$ cat src/rtl/riscv_i32_interrupt_sequencer_pkg.sv
// riscv_i32_interrupt_pkg: shared state, mode and width definitions for the interrupt sequencer
package riscv_i32_interrupt_pkg;
   typedef enum logic [1:0] {IDLE, REQ, HANDLER} state_t;
   localparam logic [2:0] MODE_MACHINE = 3'd3;
   localparam int IRQ_NUM_W = 4;
endpackage

$ cat src/rtl/riscv_i32_interrupt_sequencer_if.sv
// riscv_i32_interrupt_sequencer_if: interrupt lines, enables and pipeline handshake bundle
interface riscv_i32_interrupt_sequencer_if #(parameter int NUM_IRQ = 8);
   import riscv_i32_interrupt_pkg::*;
   logic [NUM_IRQ-1:0] irq_in;
   logic [NUM_IRQ-1:0] irq_enable;
   logic [NUM_IRQ-1:0] irq_pending;
   logic global_ie;
   logic interrupt_ack;
   logic trap_valid;
   logic trap_ret;
   logic interrupt_req;
   logic in_handler;
   logic [IRQ_NUM_W-1:0] interrupt_number;
   logic [2:0] interrupt_to_mode;
   modport master (
      output irq_in, irq_enable, global_ie, interrupt_ack, trap_valid, trap_ret,
      input irq_pending, interrupt_req, in_handler, interrupt_number, interrupt_to_mode
   );
   modport slave (
      input irq_in, irq_enable, global_ie, interrupt_ack, trap_valid, trap_ret,
      output irq_pending, interrupt_req, in_handler, interrupt_number, interrupt_to_mode
   );
endinterface

$ cat src/rtl/riscv_i32_interrupt_sequencer_priority_encoder.sv
// riscv_i32_irq_priority_encoder: find-first-set (lowest index wins) with an any-flag
module riscv_i32_irq_priority_encoder #(parameter int N = 8) (
   input  logic [N-1:0] req,
   output logic [3:0]   index,
   output logic         any
);
   // scan from the top so the lowest set bit is the last one written
   always_comb begin
      index = '0;
      for (int i = N - 1; i >= 0; i--) index = req[i] ? 4'(i) : index;
   end
   assign any = |req;
endmodule

$ cat src/rtl/riscv_i32_interrupt_sequencer.sv
// riscv_i32_interrupt_sequencer: synchronises, arbitrates and sequences interrupt entry/return
// Build option: RISCV_I32_INTERRUPT_SEQUENCER_EDGE_EN selects sticky rising-edge pending bits.
module riscv_i32_interrupt_sequencer
   import riscv_i32_interrupt_pkg::*;
#(
   parameter int         NUM_IRQ     = 8,
   parameter logic [2:0] TO_MODE     = MODE_MACHINE,
   parameter int         SYNC_STAGES = 2
) (
   input logic clk,
   input logic reset_n,
   riscv_i32_interrupt_sequencer_if.slave bus
);
   logic [SYNC_STAGES-1:0][NUM_IRQ-1:0] sync_q;
   logic [NUM_IRQ-1:0] irq_sync, pending, cand, num_oh;
   logic [IRQ_NUM_W-1:0] win, num_q, num_d;
   logic any, hold;
   state_t state_q, state_d;

   // multi-flop synchroniser on the raw asynchronous lines
   always_ff @(posedge clk or negedge reset_n)
      if (!reset_n) sync_q <= '0;
      else sync_q <= {sync_q[SYNC_STAGES-2:0], bus.irq_in};
   assign irq_sync = sync_q[SYNC_STAGES-1];

`ifdef RISCV_I32_INTERRUPT_SEQUENCER_EDGE_EN
   logic [NUM_IRQ-1:0] sync_d, pend_q, clr;
   // sticky pending: a fresh rising edge beats a same-cycle clear
   always_ff @(posedge clk or negedge reset_n)
      if (!reset_n) begin
         sync_d <= '0;
         pend_q <= '0;
      end else begin
         sync_d <= irq_sync;
         pend_q <= (pend_q & ~clr) | (irq_sync & ~sync_d);
      end
   assign pending = pend_q;
   assign hold = |(num_oh & bus.irq_enable);
`else
   assign pending = irq_sync;
   assign hold = |(num_oh & cand);
`endif

   assign cand = pending & bus.irq_enable;
   assign num_oh = NUM_IRQ'(1) << num_q;

   riscv_i32_irq_priority_encoder #(.N(NUM_IRQ)) u_enc (
      .req(cand),
      .index(win),
      .any(any)
   );

   // state and latched cause number
   always_ff @(posedge clk or negedge reset_n)
      if (!reset_n) begin
         state_q <= IDLE;
         num_q <= '0;
      end else begin
         state_q <= state_d;
         num_q <= num_d;
      end

   // next state; the cause number only moves on the IDLE->REQ edge, ack beats withdraw
   always_comb begin
      state_d = state_q;
      num_d = num_q;
`ifdef RISCV_I32_INTERRUPT_SEQUENCER_EDGE_EN
      clr = '0;
`endif
      case (state_q)
         IDLE: begin
            state_d = (bus.global_ie && any) ? REQ : IDLE;
            num_d = (bus.global_ie && any) ? win : num_q;
         end
         REQ: begin
            state_d = bus.interrupt_ack ? HANDLER : (!bus.global_ie || !hold) ? IDLE : REQ;
`ifdef RISCV_I32_INTERRUPT_SEQUENCER_EDGE_EN
            clr = bus.interrupt_ack ? num_oh : '0;
`endif
         end
         HANDLER: state_d = bus.trap_ret ? IDLE : (bus.trap_valid ? HANDLER : state_q);
         default: state_d = IDLE;
      endcase
   end

   assign bus.interrupt_req = state_q == REQ;
   assign bus.in_handler = state_q == HANDLER;
   assign bus.interrupt_number = num_q;
   assign bus.interrupt_to_mode = TO_MODE;
   assign bus.irq_pending = pending;
endmodule

$ cat src/flat_wrapper.sv
// flat-port wrapper written by rule: the top's interface ports become plain ports
module riscv_i32_interrupt_sequencer_flat import riscv_i32_interrupt_pkg::*;
#(
   parameter int         NUM_IRQ     = 8,
   parameter logic [2:0] TO_MODE     = MODE_MACHINE,
   parameter int         SYNC_STAGES = 2
)
  (clk, reset_n, bus_irq_in, bus_irq_enable, bus_global_ie, bus_interrupt_ack, bus_trap_valid, bus_trap_ret, bus_irq_pending, bus_interrupt_req, bus_in_handler, bus_interrupt_number, bus_interrupt_to_mode);
  riscv_i32_interrupt_sequencer_if #(.NUM_IRQ(NUM_IRQ)) bus_i ();
  input logic clk;
  input logic reset_n;
  input wire logic [$bits(bus_i.irq_in)-1:0] bus_irq_in;
  input wire logic [$bits(bus_i.irq_enable)-1:0] bus_irq_enable;
  input wire logic [$bits(bus_i.global_ie)-1:0] bus_global_ie;
  input wire logic [$bits(bus_i.interrupt_ack)-1:0] bus_interrupt_ack;
  input wire logic [$bits(bus_i.trap_valid)-1:0] bus_trap_valid;
  input wire logic [$bits(bus_i.trap_ret)-1:0] bus_trap_ret;
  output wire logic [$bits(bus_i.irq_pending)-1:0] bus_irq_pending;
  output wire logic [$bits(bus_i.interrupt_req)-1:0] bus_interrupt_req;
  output wire logic [$bits(bus_i.in_handler)-1:0] bus_in_handler;
  output wire logic [$bits(bus_i.interrupt_number)-1:0] bus_interrupt_number;
  output wire logic [$bits(bus_i.interrupt_to_mode)-1:0] bus_interrupt_to_mode;
  assign bus_i.irq_in = bus_irq_in;
  assign bus_i.irq_enable = bus_irq_enable;
  assign bus_i.global_ie = bus_global_ie;
  assign bus_i.interrupt_ack = bus_interrupt_ack;
  assign bus_i.trap_valid = bus_trap_valid;
  assign bus_i.trap_ret = bus_trap_ret;
  assign bus_irq_pending = bus_i.irq_pending;
  assign bus_interrupt_req = bus_i.interrupt_req;
  assign bus_in_handler = bus_i.in_handler;
  assign bus_interrupt_number = bus_i.interrupt_number;
  assign bus_interrupt_to_mode = bus_i.interrupt_to_mode;
  riscv_i32_interrupt_sequencer #(.NUM_IRQ(NUM_IRQ), .TO_MODE(TO_MODE), .SYNC_STAGES(SYNC_STAGES)) u_core (.clk(clk), .reset_n(reset_n), .bus(bus_i));
endmodule
$ cat config.mk
export PLATFORM = sky130hd
export DESIGN_NAME = riscv_i32_interrupt_sequencer_flat
export DESIGN_NICKNAME = d
export VERILOG_FILES = /design/src/rtl/riscv_i32_interrupt_sequencer_pkg.sv /design/src/rtl/riscv_i32_interrupt_sequencer_if.sv /design/src/rtl/riscv_i32_interrupt_sequencer_priority_encoder.sv /design/src/rtl/riscv_i32_interrupt_sequencer.sv /design/src/flat_wrapper.sv
export SDC_FILE = /design/constraint.sdc
export NUM_CORES = 1
export LEC_CHECK = 0
export CAP_MARGIN = 10
export CORE_MARGIN = 5
export CORE_UTILIZATION = 35
export CTS_CLUSTER_DIAMETER = 50
export DETAILED_ROUTE_END_ITERATION = 10
export GPL_TIMING_DRIVEN = 0
export HOLD_SLACK_MARGIN = 0.12
export PLACE_DENSITY = 0.79
export SLEW_MARGIN = 20
export SYNTH_ARGS = -nofsm -noshare
export SYNTH_HDL_FRONTEND = slang
export SYNTH_SLANG_ARGS = --single-unit
export TNS_END_PERCENT = 5
$ cat constraint.sdc
create_clock -name clk -period 1.1 [get_ports clk]
set_input_delay 0.11 -clock clk [delete_from_list [all_inputs] [get_ports clk]]
set_output_delay 0.11 -clock clk [all_outputs]
set_load 0.1 [all_outputs]
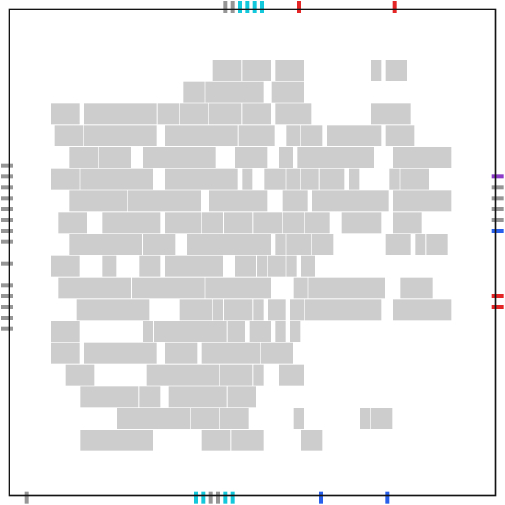
(ports around the boundary)
(8 px per um) Pins as bars across the die edge, other pins in gray.
legend:
  red:
    port: bus_interrupt_number
    pins: 4
    direction: output
    edge: 2 top, 2 right
  purple:
    port: bus_trap_ret
    pins: 1
    direction: input
    edge: right
  blue:
    port: bus_interrupt_to_mode
    pins: 3
    direction: output
    edge: 2 bottom, 1 right
  cyan:
    port: bus_irq_enable
    pins: 8
    direction: input
    edge: 4 top, 4 bottom

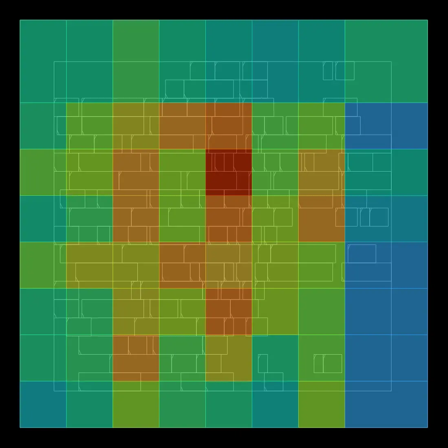
(routing congestion map)
met3 routing resource usage after global routing: 4.68%
Core Util, Final: 63.0%

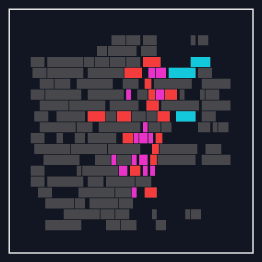
(gate families picked out)
(4 px per um)
legend:
  red:
    family: aoi and oai cells
    cells: 15
    most_used: a21oi_1
  magenta:
    family: nand cells
    cells: 15
    most_used: nand2_1
    where: middle
  cyan:
    family: nor cells
    cells: 3
    most_used: nor2b_4

==> commit_impl_results.txt <==
Record implementation results from latest flow run

* Worst flop-to-flop path startpoint: u_core.bus.interrupt_number[0]
- The wire length recorded after detailed routing is 2.14 mm.
- CTS tree: yes
- Final std cells w/o fill: 152
* Post-layout minimum cycle time: 1.27 ns
- The worst register-to-register path ends at u_core.state_q[0].
- Entering global routing, the biggest net connects 22 pins.
- Per the GRT congestion report, total overflow comes to 0.
* Gate count after technology mapping: 76
* Core area: 2450 um2
- Leakage: 0.676 nW
- Clock skew: 0.000553 ns
- The checks that failed: setup timing.
* Element type at the critical path start: flop
* Post-route antenna net violation count: 0
- STA reports a reg2reg setup slack of -0.17 ns.
- First-pass DRT Iterations: 4
- After synthesis the cells add up to 896 um2.
* Number of stages on the worst hold path: 1
- The worst register-to-register path depth is 3.
* Wire length of the first global-routing pass: 3.55 mm
- Flops out of synthesis: 21
- The die is 60.6 um wide.
- Number of remaining DRC errors: 0
* Boundary Pins: 39
- Endpoint, Worst Hold: u_core.sync_q[2]
- Per STA, the worst path accumulates the most delay in the family multiplexers.
* Root cell of the clock tree: sky130_fd_sc_hd__clkbuf_4
- In the layout the commonest cells are sky130_fd_sc_hd__clkdlybuf4s50_1 (19), sky130_fd_sc_hd__dfrtp_1 (16), sky130_fd_sc_hd__buf_6 (11), sky130_fd_sc_hd__buf_12 (11).
- Number of clock sinks: 21
* Final setup fails: 14
- Outcome: complete, but fails checks
- Hold is met by 0.242 ns.
- Dominant logic cell type in the layout: sky130_fd_sc_hd__clkdlybuf4s50_1
* Max Buffers Root-to-Sink: 2
- The largest total area in the synthesized netlist belongs to sky130_fd_sc_hd__dfrtp_1.
- Number of distinct library cells after synthesis: 24
- Vertical die size: 60.6 um
* Routed wirelength normalized by instance count: 14.1 um
- Setup repair after global routing missed its margin: yes
- On the worst path, the slowest cell contributes a delay of 0.50 ns.
* Cell area power density: 1940 nW/um2
* Clock slew seen by the registers of the worst setup and hold paths: 0.11 ns
* Tool warnings: 30
- Per the Yosys statistics, synthesis produced 76 cells.
* Total design power: 3.00 mW
* H-tree depth reported by CTS: 1
- Crit share post-route: 115%
- Required time of the critical path: 1.33 ns
- The number of antenna violations at the first check in global routing came to 0.
* Placed Cells incl. Taps: 141
- Number of design-rule violations left by the first detailed-router iteration: 22
- Top fanout value on the critical path: 5
- Num CTS Buffers: 3
- For this design, the slowest cell found on the critical path is sky130_fd_sc_hd__mux4_2.
* Register share after synthesis: 58.7%
- The final timing report gives a worst setup slack of -0.166 ns.
* Yosys warning total: 0
* Number of pins exceeding their max-slew limit in the final report: 0
- GRT Total Usage: 12.9%
- Buffers placed on the I/O ports in this run total 33.
* Maximum ir drop on the vdd rail: 2360 uV
* Antenna fix cells: 0
* Weighted congestion reported at the end of routability-driven placement: 0.879
* Endpoint type of the worst setup path: flop
- The later pin in the worst-skew pair is clocked with a latency of 0.29 ns.
- Floorplan row count: 18
- For reference, the post-synthesis area per instance comes to 11.8 um2.
* Area of the die: 3670 um2
- Together, buffers and inverters on the worst path number 0.
- Fp_density: 36.5%
- Top cells by area: sky130_fd_sc_hd__dfrtp_1 (59%), sky130_fd_sc_hd__buf_4 (10%), sky130_fd_sc_hd__nand2_1 (4.2%), sky130_fd_sc_hd__a22oi_1 (3.4%), sky130_fd_sc_hd__a21oi_1 (2.8%)
* P&R area growth vs syn: 72.8%
- Layout cells sized above 1: 42.6%
- Post-layout nets: 145
- Category of the critical setup timing path: flop to flop
- The cell sequence reported for the critical path is mux4_2 -> and2_4 -> o21ai_2.
- Yosys chip area: 896 um2
- Per the detail_route report, the via count comes to 726.
* Final number of hold-violating endpoints: 0
* Routed vias/inst: 4.78
- Worst endpoint data arrival time: 1.49 ns
- Max Clk Rate: 790 MHz
- For this run the detailed placement stage logged an HPWL of 1.52 mm.
- Number of maximum-capacitance violations: 0
- Area share of the largest cell type after synthesis: 58.7%
- The number of global-route vias before repair came to 743.
- The worst hold path begins at bus_irq_in[2].
- Type of the worst min-delay path: primary input to flop
-- flip-flops by register name, indices dropped and copies added (netlist names) --
register / flops
u_core.sync_q: 8
u_core.state_q: 2
u_core.bus.interrupt_number: 3
u_core.bus.irq_pending: 8
-- synth_stat cells --
cell type	count
sky130_fd_sc_hd__buf_4	12
sky130_fd_sc_hd__nor3b_2	1
sky130_fd_sc_hd__nand3_1	1
sky130_fd_sc_hd__nor2b_1	2
sky130_fd_sc_hd__a41oi_1	1
sky130_fd_sc_hd__nand3b_1	1
sky130_fd_sc_hd__o21ai_0	1
sky130_fd_sc_hd__a22o_1	1
sky130_fd_sc_hd__a21bo_2	1
sky130_fd_sc_hd__a222oi_1	1
sky130_fd_sc_hd__nand2_1	10
sky130_fd_sc_hd__o21ai_2	1
sky130_fd_sc_hd__o31ai_1	1
sky130_fd_sc_hd__nand2b_1	2
sky130_fd_sc_hd__dfrtp_1	21
sky130_fd_sc_hd__nand4_1	1
sky130_fd_sc_hd__inv_1	2
sky130_fd_sc_hd__a32o_1	2
sky130_fd_sc_hd__a21oi_1	5
sky130_fd_sc_hd__conb_1	2
sky130_fd_sc_hd__a22oi_1	4
sky130_fd_sc_hd__o2111ai_1	1
sky130_fd_sc_hd__mux4_2	1
sky130_fd_sc_hd__and2_1	1
-- power breakdown --
group	internal, mW	total [mW]	switching (mW)	leakage, nW
clock	0.141	0.355	0.214	0.0150
sequential	0.897	1.06	0.165	0.243
combinational	0.620	1.58	0.962	0.418
-- worst max-delay path by stage --
stage                                         from                 to  slack [ns]  depth (start not counted)
floorplan           u_core.bus.interrupt_number[0]  u_core.state_q[0]       -0.38                          3
global placement                 u_core.state_q[0]  bus_interrupt_req       -0.73                          2
detailed placement               u_core.state_q[0]  bus_interrupt_req       -0.75                          2
CTS                 u_core.bus.interrupt_number[0]  u_core.state_q[0]       -0.16                          3
global route             u_core.bus.irq_pending[7]  u_core.state_q[0]       -0.23                          4
finish              u_core.bus.interrupt_number[0]  u_core.state_q[0]       -0.17                          3
-- per-layer routing --
layer / vias to the layer above / global-route usage [%] / wire, um
met4: 0 / 3.41 / 12
met1: 353 / 16.4 / 779
met3: 2 / 4.68 / 176
met5: - / 0 / 0
li1: 349 / - / -
met2: 22 / 21.1 / 1170
-- cells by family after synthesis --
logic type	after synthesis	synth area share, %
compound gates	19	15.9
buf+inv	14	10.9
flops	21	58.7
mux	1	2.51
other cells	2	0.838
simple gates	19	11.2
-- area by class of cell --
class / instances / area [um2]
fill: 179 / 907
inverter: 2 / 7.51
tap: 30 / 37.5
sequential: 21 / 534
timing repair buffer: 40 / 497
clock buffer: 4 / 26.3
buffer: 12 / 120
multi-input combinational: 43 / 325
-- stage by stage --
stage	setup TNS (ns)	worst slack (ns)	cell area [um2]
detailed placement	-12.40	-0.748	1290
floorplan	-0.623	-0.376	927
CTS	-1.04	-0.162	1490
global placement	-11.06	-0.726	1290
finish	-1.28	-0.166	1550
global route	-2.09	-0.234	1550
-- timing repair --
item | CTS | global route
hold buffers | 0 | 1
pin swaps | 3 | 7
endpoints found under the hold margin | 0 | 21
gates resized | 123 | 7
buffers inserted | 2 | 4
setup endpoints to repair | 17 | 17
Power figures rest on the tool's default switching activity, not on a simulated workload.
